$ cat src/rtl/ks_data_path_param.sv
// Parametrised K&S datapath: PC, IR, decoder, register file, 4-op ALU and
// a registered flags set. All sequencing comes from the external control FSM.

package k_and_s_pkg;
  typedef enum logic [3:0] {
    I_NOP    = 4'd0,
    I_LOAD   = 4'd1,
    I_STORE  = 4'd2,
    I_MOVE   = 4'd3,
    I_ADD    = 4'd4,
    I_SUB    = 4'd5,
    I_AND    = 4'd6,
    I_OR     = 4'd7,
    I_BRANCH = 4'd8,
    I_BZERO  = 4'd9,
    I_BNEG   = 4'd10,
    I_HALT   = 4'd11
  } decoded_instruction_type;
endpackage

module ks_data_path_param
  import k_and_s_pkg::*;
#(
  parameter int DATA_W   = 16,
  parameter int ADDR_W   = 5,
  parameter int NUM_REGS = 4
) (
  input  logic                    clk,
  input  logic                    rst,
  input  logic                    branch,
  input  logic                    pc_enable,
  input  logic                    ir_enable,
  input  logic                    addr_sel,
  input  logic                    c_sel,
  input  logic [1:0]              operation,
  input  logic                    write_reg_enable,
  input  logic                    flags_reg_enable,
  input  logic [DATA_W-1:0]       data_in,
  output decoded_instruction_type decoded_instruction,
  output logic                    zero_op,
  output logic                    neg_op,
  output logic                    unsigned_overflow,
  output logic                    signed_overflow,
  output logic [ADDR_W-1:0]       ram_addr,
  output logic [DATA_W-1:0]       data_out
);

  // A single-entry file still needs a one-bit select field.
  localparam int RW = (NUM_REGS > 1) ? $clog2(NUM_REGS) : 1;

  // Register and address fields must fit below the 8-bit opcode.
  generate
    if ((ADDR_W + RW > DATA_W - 8) || (3 * RW > DATA_W - 8)) begin : g_bad_params
      $error("ks_data_path_param: illegal DATA_W/ADDR_W/NUM_REGS combination");
    end
  endgenerate

  logic [ADDR_W-1:0] pc;
  logic [DATA_W-1:0] ir;
  logic [DATA_W-1:0] rf [NUM_REGS];

  logic [7:0]        opcode;
  logic [RW-1:0]     reg_a;
  logic [RW-1:0]     reg_b;
  logic [RW-1:0]     reg_c;
  logic [ADDR_W-1:0] mem_addr;
  decoded_instruction_type dec;

  logic [DATA_W-1:0] bus_a;
  logic [DATA_W-1:0] bus_b;
  logic [DATA_W:0]   sum;
  logic [DATA_W:0]   diff;
  logic [DATA_W-1:0] alu_result;
  logic              alu_carry;
  logic [DATA_W-1:0] wb_data;
  logic [3:0]        flags_next;

  // Only some IR bits feed the decoder; fold the rest so they count as consumed.
  logic unused_ir_bits;
  assign unused_ir_bits = ^ir;

  // Flag set {zero, neg, carry/borrow, signed overflow} from ALU operands and result.
  // Logic ops never report carry or signed overflow.
  function automatic logic [3:0] calc_flags(input logic [1:0]        op,
                                            input logic              a_msb,
                                            input logic              b_msb,
                                            input logic [DATA_W-1:0] r,
                                            input logic              cy);
    logic ovf;
    logic c_out;
    ovf   = 1'b0;
    c_out = 1'b0;
    case (op)
      2'b00: begin
        ovf   = (a_msb == b_msb) && (r[DATA_W-1] != a_msb);
        c_out = cy;
      end
      2'b01: begin
        ovf   = (a_msb != b_msb) && (r[DATA_W-1] != a_msb);
        c_out = cy;
      end
      default: begin
        ovf   = 1'b0;
        c_out = 1'b0;
      end
    endcase
    return {(r == '0), r[DATA_W-1], c_out, ovf};
  endfunction

  assign opcode = ir[DATA_W-1 -: 8];

  // Instruction decode; every output defaults so unknown opcodes fall to NOP.
  always_comb begin
    dec      = I_NOP;
    reg_a    = '0;
    reg_b    = '0;
    reg_c    = '0;
    mem_addr = '0;
    case (opcode)
      8'h81: begin
        dec      = I_LOAD;
        reg_c    = ir[ADDR_W+RW-1:ADDR_W];
        mem_addr = ir[ADDR_W-1:0];
      end
      8'h82: begin
        dec      = I_STORE;
        reg_a    = ir[ADDR_W+RW-1:ADDR_W];
        mem_addr = ir[ADDR_W-1:0];
      end
      8'h91: begin
        dec   = I_MOVE;
        reg_a = ir[RW-1:0];
        reg_b = ir[RW-1:0];
        reg_c = ir[2*RW-1:RW];
      end
      8'hA1, 8'hA2, 8'hA3, 8'hA4: begin
        dec   = (opcode == 8'hA1) ? I_ADD :
                (opcode == 8'hA2) ? I_SUB :
                (opcode == 8'hA3) ? I_AND : I_OR;
        reg_a = ir[RW-1:0];
        reg_b = ir[2*RW-1:RW];
        reg_c = ir[3*RW-1:2*RW];
      end
      8'h01: begin
        dec      = I_BRANCH;
        mem_addr = ir[ADDR_W-1:0];
      end
      8'h02: begin
        dec      = I_BZERO;
        mem_addr = ir[ADDR_W-1:0];
      end
      8'h03: begin
        dec      = I_BNEG;
        mem_addr = ir[ADDR_W-1:0];
      end
      8'hFF:   dec = I_HALT;
      default: dec = I_NOP;
    endcase
  end

  assign decoded_instruction = dec;

  assign bus_a    = rf[reg_a];
  assign bus_b    = rf[reg_b];
  assign data_out = bus_a;
  assign ram_addr = addr_sel ? mem_addr : pc;

  // Carry and borrow both fall out of the extra top bit of a zero-extended add/sub.
  assign sum  = {1'b0, bus_a} + {1'b0, bus_b};
  assign diff = {1'b0, bus_a} - {1'b0, bus_b};

  // ALU result select; result is truncated to DATA_W.
  always_comb begin
    alu_result = '0;
    alu_carry  = 1'b0;
    case (operation)
      2'b00: begin
        alu_result = sum[DATA_W-1:0];
        alu_carry  = sum[DATA_W];
      end
      2'b01: begin
        alu_result = diff[DATA_W-1:0];
        alu_carry  = diff[DATA_W];
      end
      2'b10:   alu_result = bus_a & bus_b;
      default: alu_result = bus_a | bus_b;
    endcase
  end

  assign flags_next = calc_flags(operation, bus_a[DATA_W-1], bus_b[DATA_W-1],
                                 alu_result, alu_carry);
  assign wb_data    = c_sel ? alu_result : data_in;

  // Program counter: branch target or increment, wrapping at 2^ADDR_W.
  always_ff @(posedge clk) begin
    if (rst) begin
      pc <= '0;
    end else if (pc_enable) begin
      pc <= branch ? mem_addr : pc + ADDR_W'(1);
    end
  end

  // Instruction register; decode of the old value drives this cycle's updates.
  always_ff @(posedge clk) begin
    if (rst) begin
      ir <= '0;
    end else if (ir_enable) begin
      ir <= data_in;
    end
  end

  // Register file write port; reads are combinational and see the old value.
  always_ff @(posedge clk) begin
    if (rst) begin
      for (int i = 0; i < NUM_REGS; i++) begin
        rf[i] <= '0;
      end
    end else if (write_reg_enable) begin
      rf[reg_c] <= wb_data;
    end
  end

  // Flags register; outputs are only ever the stored copy.
  always_ff @(posedge clk) begin
    if (rst) begin
      {zero_op, neg_op, unsigned_overflow, signed_overflow} <= 4'b0000;
    end else if (flags_reg_enable) begin
      {zero_op, neg_op, unsigned_overflow, signed_overflow} <= flags_next;
    end
  end

endmodule

$ cat config.mk
export PLATFORM = sky130hd
export DESIGN_NAME = ks_data_path_param
export DESIGN_NICKNAME = d
export VERILOG_FILES = /design/src/rtl/ks_data_path_param.sv
export SDC_FILE = /design/constraint.sdc
export NUM_CORES = 1
export LEC_CHECK = 0
export ABC_AREA = 1
export CAP_MARGIN = 20
export CORE_AREA = 2 2 125 127
export CTS_CLUSTER_DIAMETER = 30
export CTS_CLUSTER_SIZE = 30
export DETAILED_ROUTE_END_ITERATION = 10
export DIE_AREA = 0 0 127 129
export PLACE_DENSITY = 0.74
export REMOVE_ABC_BUFFERS = 1
export SETUP_SLACK_MARGIN = 0.3
export SKIP_CTS_REPAIR_TIMING = 1
export SLEW_MARGIN = 25
export SYNTH_ARGS = -nofsm -noshare
export SYNTH_HDL_FRONTEND = slang
export SYNTH_SLANG_ARGS = --single-unit
$ cat constraint.sdc
create_clock -name clk -period 5.8 [get_ports clk]
set_input_delay 0.87 -clock clk [delete_from_list [all_inputs] [get_ports clk]]
set_output_delay 0.87 -clock clk [all_outputs]
set_load 0.02 [all_outputs]
Fig. 1: placement by cell class
(4 px per um) Fill, decap, tap and diode cells in grey.
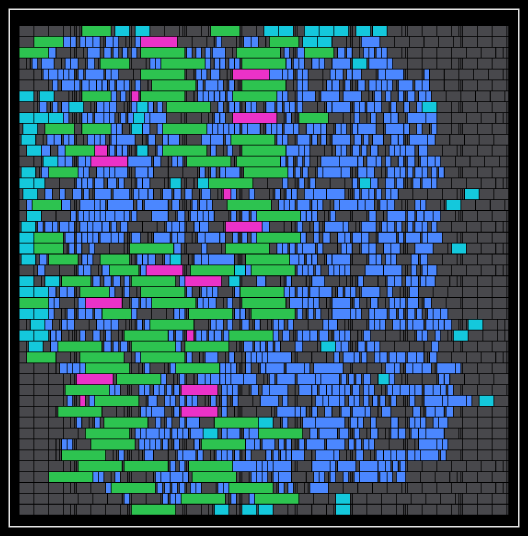
[remaining buffers and delay cells] cyan | cells: 67
[combinational and other logic] blue | cells: 958
[sequential cells] green | cells: 88
[clock drivers and dummy loads] magenta | cells: 16

Fig. 2: wiring by layer
(4 px per um)
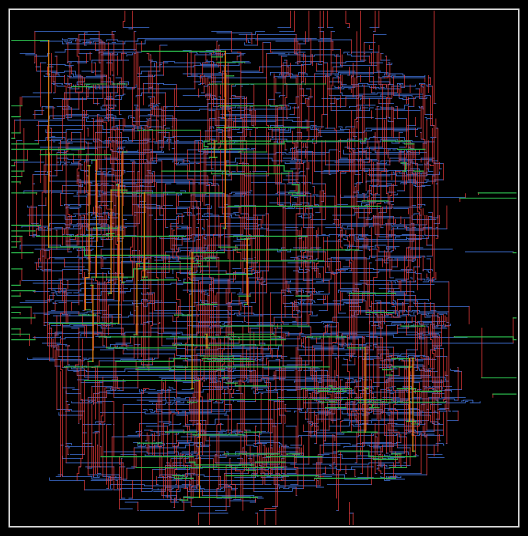
[metal 4] orange | wire length: 460 um
[metal 3] green | wire length: 1610 um
[metal 2] red | wire length: 9640 um
[metal 1] blue | wire length: 9250 um

Fig. 3: floorplan with the power grid
(4 px per um) Pins as bars on the die edge. Tap cells in grey.
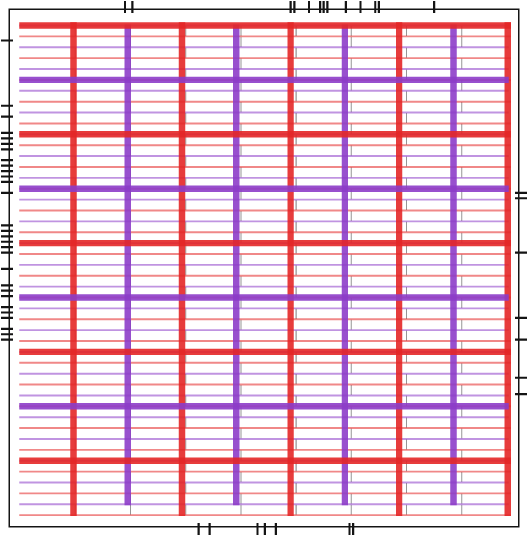
[VSS] red
[VDD] purple
met1 rails: 46
tap cells: 188
met4 straps: 9

Fig. 4: track usage over the die
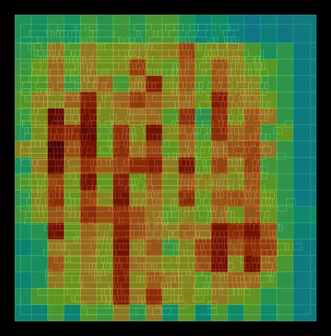
post-DR wirelength/cell: 15.9 um
met3 Use GR: 3.83%
fin util: 56.4%
met1 Resource Use GR: 34.1%
busiest layer in global routing: met2

Fig. 5: clock distribution
(3 px per um)
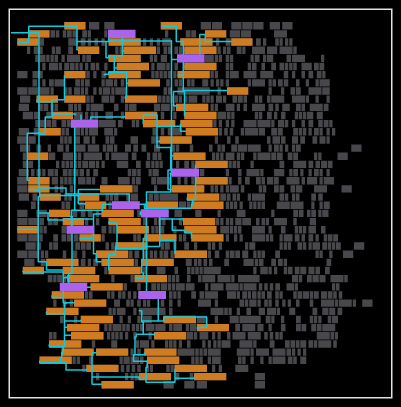
[clock drivers] purple | count: 9
[clock wires] cyan | length: 1140 um
[flip-flops] orange | count: 88
routed clock nets: 10

==> reports/summary.txt <==
htree depth: 3
CTS buffer count: 9
WP data arrival: 4990 ps
final net count: 1204
placed instance area: 8120 um2
PortBufs: 55
layout cells sized above 1: 8.15%
CTS tree: yes
die area: 16400 um2
cycle use final: 84.9%
Max Fclk: 203 MHz
status: finished clean
Hold Path Sink: unsigned_overflow
pin count of the biggest net entering global routing: 36
die width: 127 um
ant diodes: 0
MI comb area: 4060 um2
dpl cells: 1301
io pins: 56
CP max stage delay: 400 ps
Post-Route WL: 21000 um
FP Util: 49.4%
CP max FO: 18
Max VDD drop: 0.176 mV
# DRC: 0
Yosys Instances: 1084
Top Layout Cells: inv_1, nand2_1, nor2_1, o21ai_0, nand3_1
area delta synth->final: 14.2%
-- report_power, final --
part           internal (mW)  switching, mW
Sequential             0.716         0.0256
Combinational          0.161          0.303
Clock                  0.359          0.244
Total                   1.24          0.573
-- flip-flops by register name, indices dropped and copies added, names as in the netlist --
| register | cells |
|---|---|
| rf | 64 |
| ir | 15 |
| neg_op | 1 |
| signed_overflow | 1 |
| pc | 5 |
| zero_op | 1 |
| unsigned_overflow | 1 |
-- synth_stat cells, drive strengths merged, types with 13 or more instances --
library cell	number	area [um2]
inv	212	796
ha	51	638
nor2	183	689
nand4	13	87.6
nand3	73	420
a32oi	29	254
or2	27	169
clkbuf	30	113
dfxtp	24	480
o21ai	69	360
nand2	205	827
edfxtp	64	1920
a21oi	55	287
-- area by class of cell --
class | count | share of cell area (%)
Clock buffer | 11 | 3.01
Clock inverter | 5 | 0.637
Inverter | 214 | 9.51
Multi-Input combinational cell | 744 | 48.0
Sequential cell | 88 | 28.4
Tap cell | 188 | 2.78
Timing Repair Buffer | 67 | 7.58
-- worst reg2reg max path, delay by kind of cell (launching register included) --
| kind | cells | cell delay, ps |
|---|---|---|
| buffers and inverters | 8 | 1130 |
| flip-flops | 1 | 340 |
| adder cells (fa/ha/maj) | 2 | 650 |
| AND-OR/OR-AND | 5 | 1110 |
| AND/OR/NAND/NOR | 16 | 1400 |
-- how the worst max path moves through the flow --
stage | to | depth (start not counted) | from | slack [ps]
global route | rf[0][12] | 30 | ir[11] | 280
detailed placement | rf[1][12] | 31 | ir[11] | 820
floorplan | rf[1][14] | 31 | ir[14] | 1020
finish | rf[1][12] | 31 | ir[9] | 880
global placement | rf[0][12] | 31 | ir[11] | 920
CTS | rf[1][14] | 34 | ir[9] | 790
